==> src/rtl/ttt_turn_ctrl_pkg.sv <==
// Shared constants for the tic-tac-toe turn controller: cell masks, win lines,
// winner codes and FSM state encoding.
package ttt_turn_ctrl_pkg;

  localparam logic [8:0] CENTRE_MASK = 9'b000010000;
  localparam logic [8:0] CORNER_MASK = 9'b101000101;
  localparam logic [8:0] EDGE_MASK   = 9'b010101010;
  localparam logic [8:0] FULL_BOARD  = 9'h1FF;

  localparam int unsigned NUM_LINES = 8;

  // Rows, columns, then the two diagonals; bit i = cell i, row-major.
  localparam logic [NUM_LINES-1:0][8:0] LINE_MASKS = {
    9'b001010100, 9'b100010001,
    9'b100100100, 9'b010010010, 9'b001001001,
    9'b111000000, 9'b000111000, 9'b000000111
  };

  typedef enum logic [1:0] {
    WinNone  = 2'b00,
    WinHuman = 2'b01,
    WinComp  = 2'b10,
    WinDraw  = 2'b11
  } winner_e;

  typedef enum logic [2:0] {
    StWaitH  = 3'd0,
    StCheckH = 3'd1,
    StThink  = 3'd2,
    StCheckC = 3'd3,
    StDone   = 3'd4
  } state_e;

  function automatic logic is_onehot9(logic [8:0] v);
    return (v != '0) && ((v & (v - 9'd1)) == '0);
  endfunction

  function automatic logic [8:0] lowest_bit(logic [8:0] v);
    return v & (~v + 9'd1);
  endfunction

endpackage

==> src/rtl/ttt_turn_ctrl_line_check.sv <==
// Flags whether a 9-cell board contains any complete row, column or diagonal.
module ttt_turn_ctrl_line_check
  import ttt_turn_ctrl_pkg::*;
(
  input  logic [8:0] board_i,
  output logic       has_line_o
);

  always_comb begin
    has_line_o = 1'b0;
    for (int unsigned i = 0; i < NUM_LINES; i++) begin
      if ((board_i & LINE_MASKS[i]) == LINE_MASKS[i]) begin
        has_line_o = 1'b1;
      end
    end
  end

endmodule

==> src/rtl/ttt_turn_ctrl.sv <==
// Turn controller: holds both boards, accepts human moves, arbitrates the
// computer move from the strategy candidates and detects win/draw.
module ttt_turn_ctrl
  import ttt_turn_ctrl_pkg::*;
#(
  parameter bit          COMP_FIRST   = 1'b0,
  parameter int unsigned THINK_CYCLES = 1
) (
  input  logic       clk,
  input  logic       rst,
  input  logic       new_game,
  input  logic [8:0] human_move,
  input  logic       human_valid,
  input  logic [8:0] win_cand,
  input  logic [8:0] block_cand,
  input  logic [8:0] adj_cand,
  output logic [8:0] ain,
  output logic [8:0] bin,
  output logic [8:0] comp_move,
  output logic       move_err,
  output logic       game_over,
  output logic [1:0] winner,
  output logic [2:0] state
);

  localparam logic [3:0] THINK_LOAD = 4'(THINK_CYCLES - 1);
  localparam state_e     START_ST   = COMP_FIRST ? StThink : StWaitH;

  state_e     state_q, state_d;
  winner_e    winner_q, winner_d;
  logic [8:0] ain_q, ain_d, bin_q, bin_d, comp_move_q, comp_move_d;
  logic       move_err_q, move_err_d;
  logic [3:0] cnt_q, cnt_d;

  logic       human_line, comp_line;
  logic [8:0] occupied, empty, pick_vec, pick;

  ttt_turn_ctrl_line_check u_line_h (
    .board_i    (ain_q),
    .has_line_o (human_line)
  );

  ttt_turn_ctrl_line_check u_line_c (
    .board_i    (bin_q),
    .has_line_o (comp_line)
  );

  assign occupied = ain_q | bin_q;
  assign empty    = ~occupied;

  // Strategy priority; the final edge fallback is never empty when THINK runs.
  always_comb begin
    if ((win_cand & empty) != '0) begin
      pick_vec = win_cand & empty;
    end else if ((block_cand & empty) != '0) begin
      pick_vec = block_cand & empty;
    end else if ((adj_cand & empty) != '0) begin
      pick_vec = adj_cand & empty;
    end else if ((CENTRE_MASK & empty) != '0) begin
      pick_vec = CENTRE_MASK & empty;
    end else if ((CORNER_MASK & empty) != '0) begin
      pick_vec = CORNER_MASK & empty;
    end else begin
      pick_vec = EDGE_MASK & empty;
    end
    pick = lowest_bit(pick_vec);
  end

  always_comb begin
    state_d     = state_q;
    winner_d    = winner_q;
    ain_d       = ain_q;
    bin_d       = bin_q;
    cnt_d       = cnt_q;
    comp_move_d = '0;
    move_err_d  = 1'b0;
    unique case (state_q)
      StWaitH: begin
        if (human_valid) begin
          if (is_onehot9(human_move) && ((human_move & occupied) == '0)) begin
            ain_d   = ain_q | human_move;
            state_d = StCheckH;
          end else begin
            move_err_d = 1'b1;
          end
        end
      end
      StCheckH: begin
        if (human_line) begin
          state_d  = StDone;
          winner_d = WinHuman;
        end else if (occupied == FULL_BOARD) begin
          state_d  = StDone;
          winner_d = WinDraw;
        end else begin
          state_d = StThink;
          cnt_d   = THINK_LOAD;
        end
      end
      StThink: begin
        if (cnt_q == '0) begin
          bin_d       = bin_q | pick;
          comp_move_d = pick;
          state_d     = StCheckC;
        end else begin
          cnt_d = cnt_q - 4'd1;
        end
      end
      StCheckC: begin
        if (comp_line) begin
          state_d  = StDone;
          winner_d = WinComp;
        end else if (occupied == FULL_BOARD) begin
          state_d  = StDone;
          winner_d = WinDraw;
        end else begin
          state_d = StWaitH;
        end
      end
      StDone: ;
      default: state_d = StWaitH;
    endcase
  end

  // Counter restarts at the full think time so a computer-first opening also
  // gets the strategy settling delay.
  always_ff @(posedge clk) begin
    if (rst || new_game) begin
      state_q     <= START_ST;
      winner_q    <= WinNone;
      ain_q       <= '0;
      bin_q       <= '0;
      comp_move_q <= '0;
      move_err_q  <= 1'b0;
      cnt_q       <= THINK_LOAD;
    end else begin
      state_q     <= state_d;
      winner_q    <= winner_d;
      ain_q       <= ain_d;
      bin_q       <= bin_d;
      comp_move_q <= comp_move_d;
      move_err_q  <= move_err_d;
      cnt_q       <= cnt_d;
    end
  end

  assign ain       = ain_q;
  assign bin       = bin_q;
  assign comp_move = comp_move_q;
  assign move_err  = move_err_q;
  assign winner    = winner_q;
  assign game_over = (state_q == StDone);
  assign state     = state_q;

endmodule

==> config.mk <==
export PLATFORM = sky130hd
export DESIGN_NAME = ttt_turn_ctrl
export DESIGN_NICKNAME = d
export VERILOG_FILES = /design/src/rtl/ttt_turn_ctrl_pkg.sv /design/src/rtl/ttt_turn_ctrl_line_check.sv /design/src/rtl/ttt_turn_ctrl.sv
export SDC_FILE = /design/constraint.sdc
export NUM_CORES = 1
export LEC_CHECK = 0
export CORE_ASPECT_RATIO = 0.8
export CORE_MARGIN = 3
export CORE_UTILIZATION = 51
export CTS_BUF_LIST = sky130_fd_sc_hd__clkbuf_8
export CTS_CLUSTER_SIZE = 30
export DETAILED_ROUTE_END_ITERATION = 10
export PLACE_DENSITY = 0.89
export SYNTH_ARGS = -nofsm -noshare
export SYNTH_HDL_FRONTEND = slang
export SYNTH_SLANG_ARGS = --single-unit
==> constraint.sdc <==
create_clock -name clk -period 6.51 [get_ports clk]
set_input_delay 0.651 -clock clk [delete_from_list [all_inputs] [get_ports clk]]
set_output_delay 0.651 -clock clk [all_outputs]
set_load 0.1 [all_outputs]
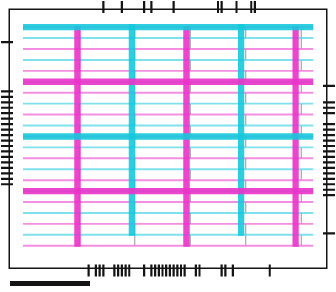
pdn.png
Bar = 20 microns. Pins as bars on the die edge. Tap cells in grey.
[cyan] VDD
[magenta] VSS
met4 straps: 5
met1 rails: 21

==> notes.md <==
flow finished, numbers: Yosys chip area 0.00215 sq mm, port buffer count 73, layout cells sized above 1 just under 6%, post-route antenna net violation count 0, hold_sp winner[1], CP top delay family AND-OR/OR-AND gates, Final TNS setup 0 ns, via count 2447, routed vias/inst 6.24, Final GP Congestion 0.964, Mapped Avg Cell Area about 8 sq um, Die X 78.6 microns, count of tool warnings 26, Final Hold Viols 0, Filler cells 327, Worst-Skew Late Latency approximately 0.29 ns, Flop area 741 sq um, RSZ-0062 raised after global routing false, largest net degree at the start of global routing 15, crit path cell chain clkdlybuf4s50_1 > nor3b_1 > a2111oi_4 > nand4_4 > a311o_1 > a221oi_2 > nand2_1 > or3b_1 > o31ai_4, Dominant cell area share 34.4%, Antenna Cells 0, Worst Skew 0.00616 ns, slowest stage delay, CP 0.56 ns, CTS Root Cell clkbuf_8, Core Footprint 0.00393 sq mm, die height 64.1 microns, maximum clock insertion buffer count 2, clock transition at the registers of the reported paths 0.08 ns, Hold Path Stages 2, Pins Over Slew Limit 0, Synthesized registers 37, maxcap violations 0, top cells by count 43 x nor2_1, 37 x dfxtp_1, 26 x nand2_1, 20 x a21oi_1, 12 x nor3b_1, worst flop-to-flop path startpoint bin[2], Lkg Pwr around 1.1 nW, nets 377, FP Util 54.8%, CP Launch Type input port, worst-path maximum fanout 10, worst hold path type reg -> reg, achievable frequency around 300 MHz, WP buf/inv 1, EDFF count, synth 0, cell count after synthesis 268, clock sink count 37, crit path DAT 3.58 ns, RR Endpoint bin[8], asr flop ratio synth 0%, Congestion Overflow GR 0, antenna violations before repair 0, Routed WL roughly 7.4 mm, CTS tree built, biggest area cells dfxtp_1 34%, nor2_1 7.5%, a21oi_1 4.7%, Syn Std Cell Area between 0.002 and 0.0025 sq mm, Yosys warning count 0, first-pass GRT wire length 11.9 mm, DRT iter0 DRCs 323, worst slew pin tran 1.01 ns, cells in synth_stat.txt 268, CTS Hold Bufs 0, critical path type in -> reg, worst vdd ir 0.119 mV, R2R Setup Slk 3.40 ns, reg2reg path depth 8, Max H-tree Level 2, crit path time final ~3.4 ns, Area Growth Syn to Fin 38.8%, vias in the first global route 2238, Hold EP winner[1], Placement Setup Slack 2.90 ns, Synth cell types 56, GRT Overall Usage between 30% and 40%, Post-CTS Setup Bufs 0, wire length per cell about 19 microns, Worst setup EP type flop, Logic cell area 0.00134 sq mm, outcome completed, Relative slew margins 32.4%, pwr/cell area roughly 150 mW/mm^2, CTS buffer count 5, CP required 6.73 ns, DRC errors left 0, site row count 20, Dominant flop cell dfxtp_1, setup slack after layout 3.15 ns, DP Wirelength about 5.7 mm, Power, Total 0.000451 W, period utilization about half, register share after synthesis between 30% and 40%, DRT Pass-1 Iters 5, cts repair resizes 0, die area around 0.0050 sq mm, Floorplan Nets roughly 300, area leader, netlist dfxtp_1, count leader, synth nor2_1, CP max stage cell or3b_1, Final setup viols 0, io pins 74
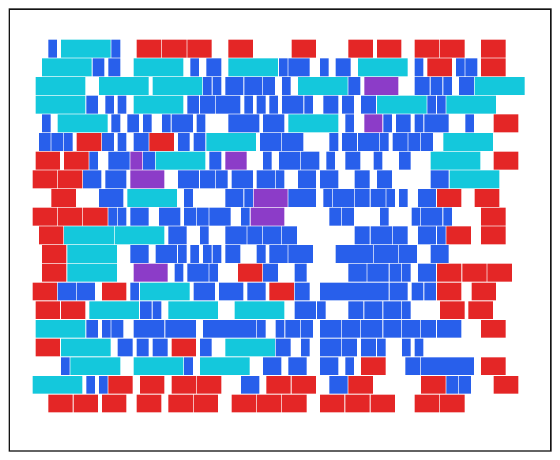
cell_classes.png
[red] other buffers and delay cells | cells: 73
[purple] clock drivers and dummy loads | cells: 8
[blue] all other logic | cells: 219
[cyan] flip-flops | cells: 37

-- registers in the layout, summed over array words and instances, names as in the netlist --
| register | flops |
|---|---|
| state | 3 |
| comp_move | 9 |
| ain | 9 |
| move_err | 1 |
| cnt_q | 4 |
| winner | 2 |
| bin | 9 |
-- how the worst max path moves through the flow --
stage             startpoint     end  slack [ns]  depth (start not counted)
6_report       block_cand[2]  bin[8]        3.15                          9
5_1_grt          win_cand[5]  bin[0]        2.99                          9
3_5_place_dp   block_cand[2]  bin[8]        2.90                          9
3_3_place_gp   block_cand[2]  bin[8]        2.95                          9
2_1_floorplan         bin[4]  bin[8]        3.18                          9
4_1_cts        block_cand[2]  bin[8]        3.21                          9
-- placed cells by master (no fill, tap or decap), types with 6 or more instances in the layout --
master	n
a21oi_1	20
nor3b_1	12
a22o_1	8
and3_1	6
clkdlybuf4s50_1	73
nand3_1	6
a22oi_1	11
nand2_1	26
dfxtp_1	37
nor2_1	43
-- metrics by stage --
step,instances,utilization (%),instance area [sq um],hold WS (ns)
after global routing,392,76.0,2990,0.578
after CTS,392,76.0,2990,0.519
after floorplan,268,-,2150,0.480
after global placement,384,73.7,2900,0.481
after detailed placement,384,73.7,2900,0.508
final,392,76.0,2990,0.509
-- layer usage --
layer	up-vias	share of wire (%)	track usage, %
li1	1138	-	-
met1	1112	43	42.7
met2	181	42	45.2
met3	16	14	10.4
met4	0	1.5	7.21
met5	-	0	0
-- logic make-up (layout without fill, tap and decap cells) --
| group | Yosys count | in the layout | share of synthesized area, % |
|---|---|---|---|
| xor gates and xnor gates | 3 | 3 | 1.22 |
| DFF | 37 | 37 | 34.4 |
| buffers and inverters | 17 | 86 | 3.43 |
| AOI/OAI and AO/OA | 79 | 79 | 28.7 |
| adders and majority gates | 1 | 1 | 0.581 |
| and+or+nand+nor | 131 | 131 | 31.6 |
-- layout make-up --
type	count	share of cell area, %
multi-input combinational	214	44.8
sequential	37	24.8
timing repair buffer	73	24.5
clock buffer	5	2.30
tap	55	2.30
clock inverter	3	0.712
inverter	5	0.628
-- worst min-delay path: cells and delay by family, from the launching register on --
kind / cells / cell delay (ns)
flip-flops: 1 / 0.31
AND/OR/NAND/NOR: 2 / 0.15
-- power breakdown --
group | switching, W | internal (W)
combinational | 0.0000284 | 0.0000313
clock | 0.0000883 | 0.0000760
sequential | 0.000000225 | 0.000226
total | 0.000117 | 0.000334
Power and IR drop assume default switching activity.
